`src/rtl/lab1_imul_prod_accum.sv`:
```
// Product accumulator placed downstream of the integer multiplier: sums every
// p_group_len accepted products into one output message. Optional macro
// LAB1_IMUL_PROD_ACCUM_SAT_EN selects unsigned-saturating accumulation.
module lab1_imul_prod_accum #(
    parameter int p_nbits     = 32,
    parameter int p_group_len = 4
) (
    input  logic               clk,
    input  logic               reset,
    input  logic               istream_val,
    output logic               istream_rdy,
    input  logic [p_nbits-1:0] istream_msg,
    output logic               ostream_val,
    input  logic               ostream_rdy,
    output logic [p_nbits-1:0] ostream_msg
);

    localparam int CW = $clog2(p_group_len) + 1;
    localparam logic [CW-1:0] LAST_CNT = CW'(p_group_len - 1);

    typedef enum logic {ACC = 1'b0, DONE = 1'b1} state_t;

    state_t             state_q, state_d;
    logic [CW-1:0]      cnt_q, cnt_d;
    logic [p_nbits-1:0] sum_q, sum_d, add_res;
    logic               in_xfer, out_xfer;

    // Handshake outputs are masked while reset is held so nothing transfers.
    assign istream_rdy = (state_q == ACC)  && !reset;
    assign ostream_val = (state_q == DONE) && !reset;
    assign ostream_msg = sum_q;
    assign in_xfer     = istream_val && istream_rdy;
    assign out_xfer    = ostream_val && ostream_rdy;

`ifdef LAB1_IMUL_PROD_ACCUM_SAT_EN
    logic [p_nbits:0] add_wide;
    assign add_wide = {1'b0, sum_q} + {1'b0, istream_msg};
    // Clamp on carry-out; once at max, further adds keep carrying or add zero.
    assign add_res  = add_wide[p_nbits] ? '1 : add_wide[p_nbits-1:0];
`else
    assign add_res  = sum_q + istream_msg;
`endif

    always_comb begin
        state_d = state_q;
        cnt_d   = cnt_q;
        sum_d   = sum_q;
        case (state_q)
            ACC: begin
                if (in_xfer) begin
                    sum_d = add_res;
                    if (cnt_q == LAST_CNT) begin
                        cnt_d   = '0;
                        state_d = DONE;
                    end else begin
                        cnt_d = cnt_q + 1'b1;
                    end
                end
            end
            DONE: begin
                if (out_xfer) begin
                    state_d = ACC;
                    sum_d   = '0;
                end
            end
            default: begin
                state_d = ACC;
                cnt_d   = '0;
                sum_d   = '0;
            end
        endcase
    end

    always_ff @(posedge clk or posedge reset) begin
        if (reset) begin
            state_q <= ACC;
            cnt_q   <= '0;
            sum_q   <= '0;
        end else begin
            state_q <= state_d;
            cnt_q   <= cnt_d;
            sum_q   <= sum_d;
        end
    end

endmodule

```
`config.mk`:
```
export PLATFORM = sky130hd
export DESIGN_NAME = lab1_imul_prod_accum
export DESIGN_NICKNAME = d
export VERILOG_FILES = /design/src/rtl/lab1_imul_prod_accum.sv
export SDC_FILE = /design/constraint.sdc
export NUM_CORES = 1
export LEC_CHECK = 0
export ABC_AREA = 1
export ABC_CLOCK_PERIOD_IN_PS = 3800
export CORE_UTILIZATION = 43
export CTS_CLUSTER_SIZE = 14
export DETAILED_ROUTE_END_ITERATION = 12
export PLACE_DENSITY = 0.68
export SKIP_LAST_GASP = 1
export SYNTH_ARGS = -nofsm -noshare
export SYNTH_HDL_FRONTEND = slang
export SYNTH_SLANG_ARGS = --single-unit
```
`constraint.sdc`:
```
create_clock -name clk -period 3.8 [get_ports clk]
set_input_delay 0.76 -clock clk [delete_from_list [all_inputs] [get_ports clk]]
set_output_delay 0.76 -clock clk [all_outputs]
set_load 0.01 [all_outputs]
```
Figure 1. Pin map.
Pins as bars across the die edge, other pins in grey.
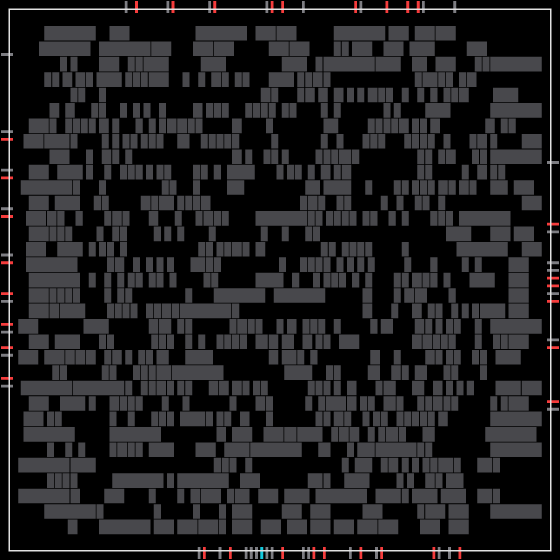
[red] istream_msg | pins: 32 | direction: input | edge: 9 bottom, 9 top, 8 left, 6 right
[cyan] ostream_val | pins: 1 | direction: output | edge: bottom
all pins by edge: 23 bottom, 17 left, 17 top, 13 right

Figure 2. Clock nets.
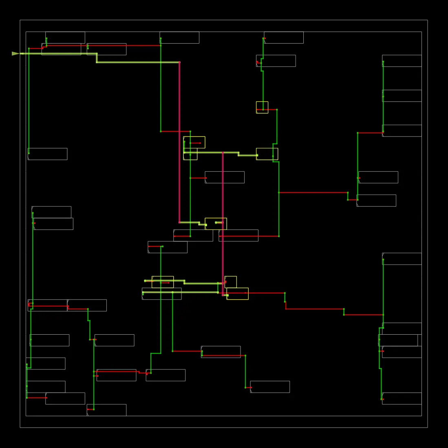
Clk Latency, worst-skew pair: 0.30 ns
CTS buffer count: 5
clk pwr: 0.303 mW
clk_buf instances: 5
clk sink count: 36

Figure 3. Wiring by layer.
Two of the layers only.
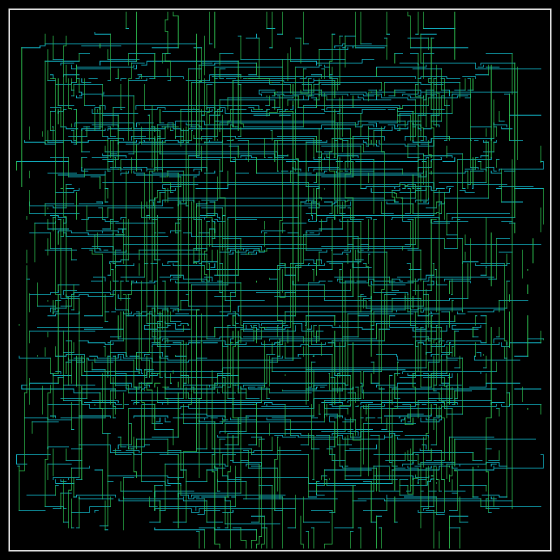
[cyan] met1 | wire length: 5,610 um
[green] met2 | wire length: 4,840 um

Figure 4. Where the registers sit.
Bar = 20 um.
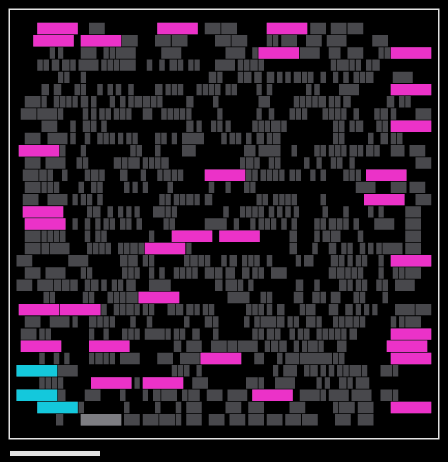
[cyan] cnt_q | sequential cells: 3
[magenta] ostream_msg | sequential cells: 32 | where: spread over the die
not coloured: 1

Figure 5. Gate-type map.
Bar = 20 um.
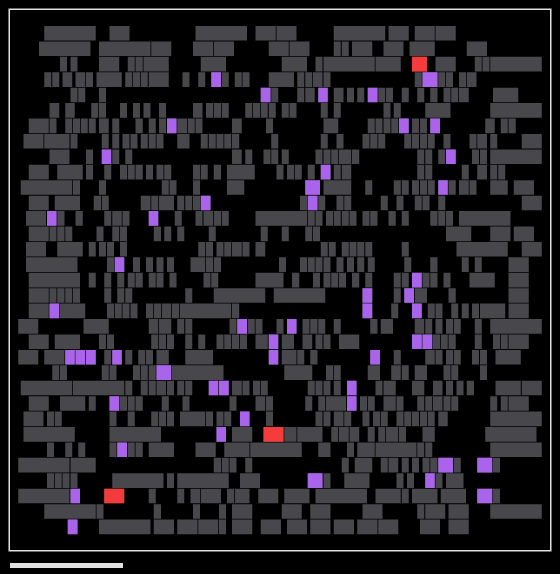
[red] AND-OR and OR-AND gates | cells: 3
[purple] inverting AOI/OAI gates | cells: 51 | where: spread over the die

==> results_slide.txt <==
Flow Results at a Glance

Synthesis
  – Top cell area share: 0.290
  – Synthesized Nets: 715

Status
  – Status: complete, no violations

Power and ir drop
  – Leakage: 2.71 nW

STA
  – Setup TNS: 0 ns

Global route
  – Number of global-route vias before repair: 3,737
  – First-pass GRT wire length: 18,200 um

Floorplanning
  – Rows: 33
  – Die span in x: 95.2 um

Placement
  – Gpl congestion: 0.921
  – Port bufs: 69
  – Placed inst area: 4530 um^2

Finish
  – Clk tree area frac: 0.0200
  – Comb_multi_in: 483
  – Syn-to-layout area delta: 23.6%

Routing
  – WL met1: 5610 um
  – Antenna viol nets, final: 0

CTS
  – H-Tree Depth: 2

Setup path
  – WP buf/inv: 2
  – Cells along the critical path: clkdlybuf4s50_1 > nor2_1 > clkdlybuf4s50_1
[cell families after synthesis]
logic type	synth area share
and+or+nand+nor	0.424
xor gates and xnor gates	0.00938
AOI/OAI and AO/OA	0.0803
buffers and inverters	0.133
DFF	0.241
adders and majority gates	0.112
[cell usage after synthesis]
cell and count:
xor2_1 2, nand3b_1 2, o21ai_0 10, inv_1 119, buf_6 1, xnor2_1 2
inv_2 2, a32o_1 2, o31ai_1 4, nor3_1 2, fa_1 1, nor2_1 41
nand3_2 2, nand4_1 3, nand2_1 289, buf_4 2, o21bai_1 3, dfrtp_1 36
ha_1 32, a21o_1 1, and2_1 1, buf_2 3, nand3_1 39, nand2_2 5
nor2_2 6, a21oi_1 31, or2_2 1, o21ai_1 3, or2_1 1
[worst paths after layout]
kind	from	end	slack (ns)	cells past startpoint
worst max-delay path	reset	istream_rdy	1.11	3
worst min-delay path	cnt_q[1]	cnt_q[1]	0.49	2
worst max register to register	state_q	ostream_msg[23]	1.62	5
worst min register to register	cnt_q[1]	cnt_q[1]	0.49	2
max in group asynchronous	reset	ostream_msg[23]	2.49	3
min in group asynchronous	reset	ostream_msg[4]	0.95	3
[flip-flops by register name, summed over array words and instances (netlist names)]
name / flops
ostream_msg: 32
state_q: 1
cnt_q: 3
[per-layer routing]
| metal | global-route usage | up-vias |
|---|---|---|
| li1 | - | 2106 |
| met1 | 0.389 | 1837 |
| met2 | 0.413 | 127 |
| met3 | 0.0287 | 10 |
| met4 | 0.0518 | 0 |
| met5 | 0 | - |
[through the flow]
stage                     total power [mW]   util  worst slack, ns  hold WS [ns]
after floorplan                       2.42      -             1.61         0.453
after global placement                3.30  0.545            0.957         0.467
after detailed placement              3.32  0.545            0.900         0.474
after CTS                             3.65  0.556             1.11         0.498
after global routing                  4.03  0.556             1.03         0.524
final                                 3.65  0.556             1.11         0.494
Power and IR drop assume default switching activity.
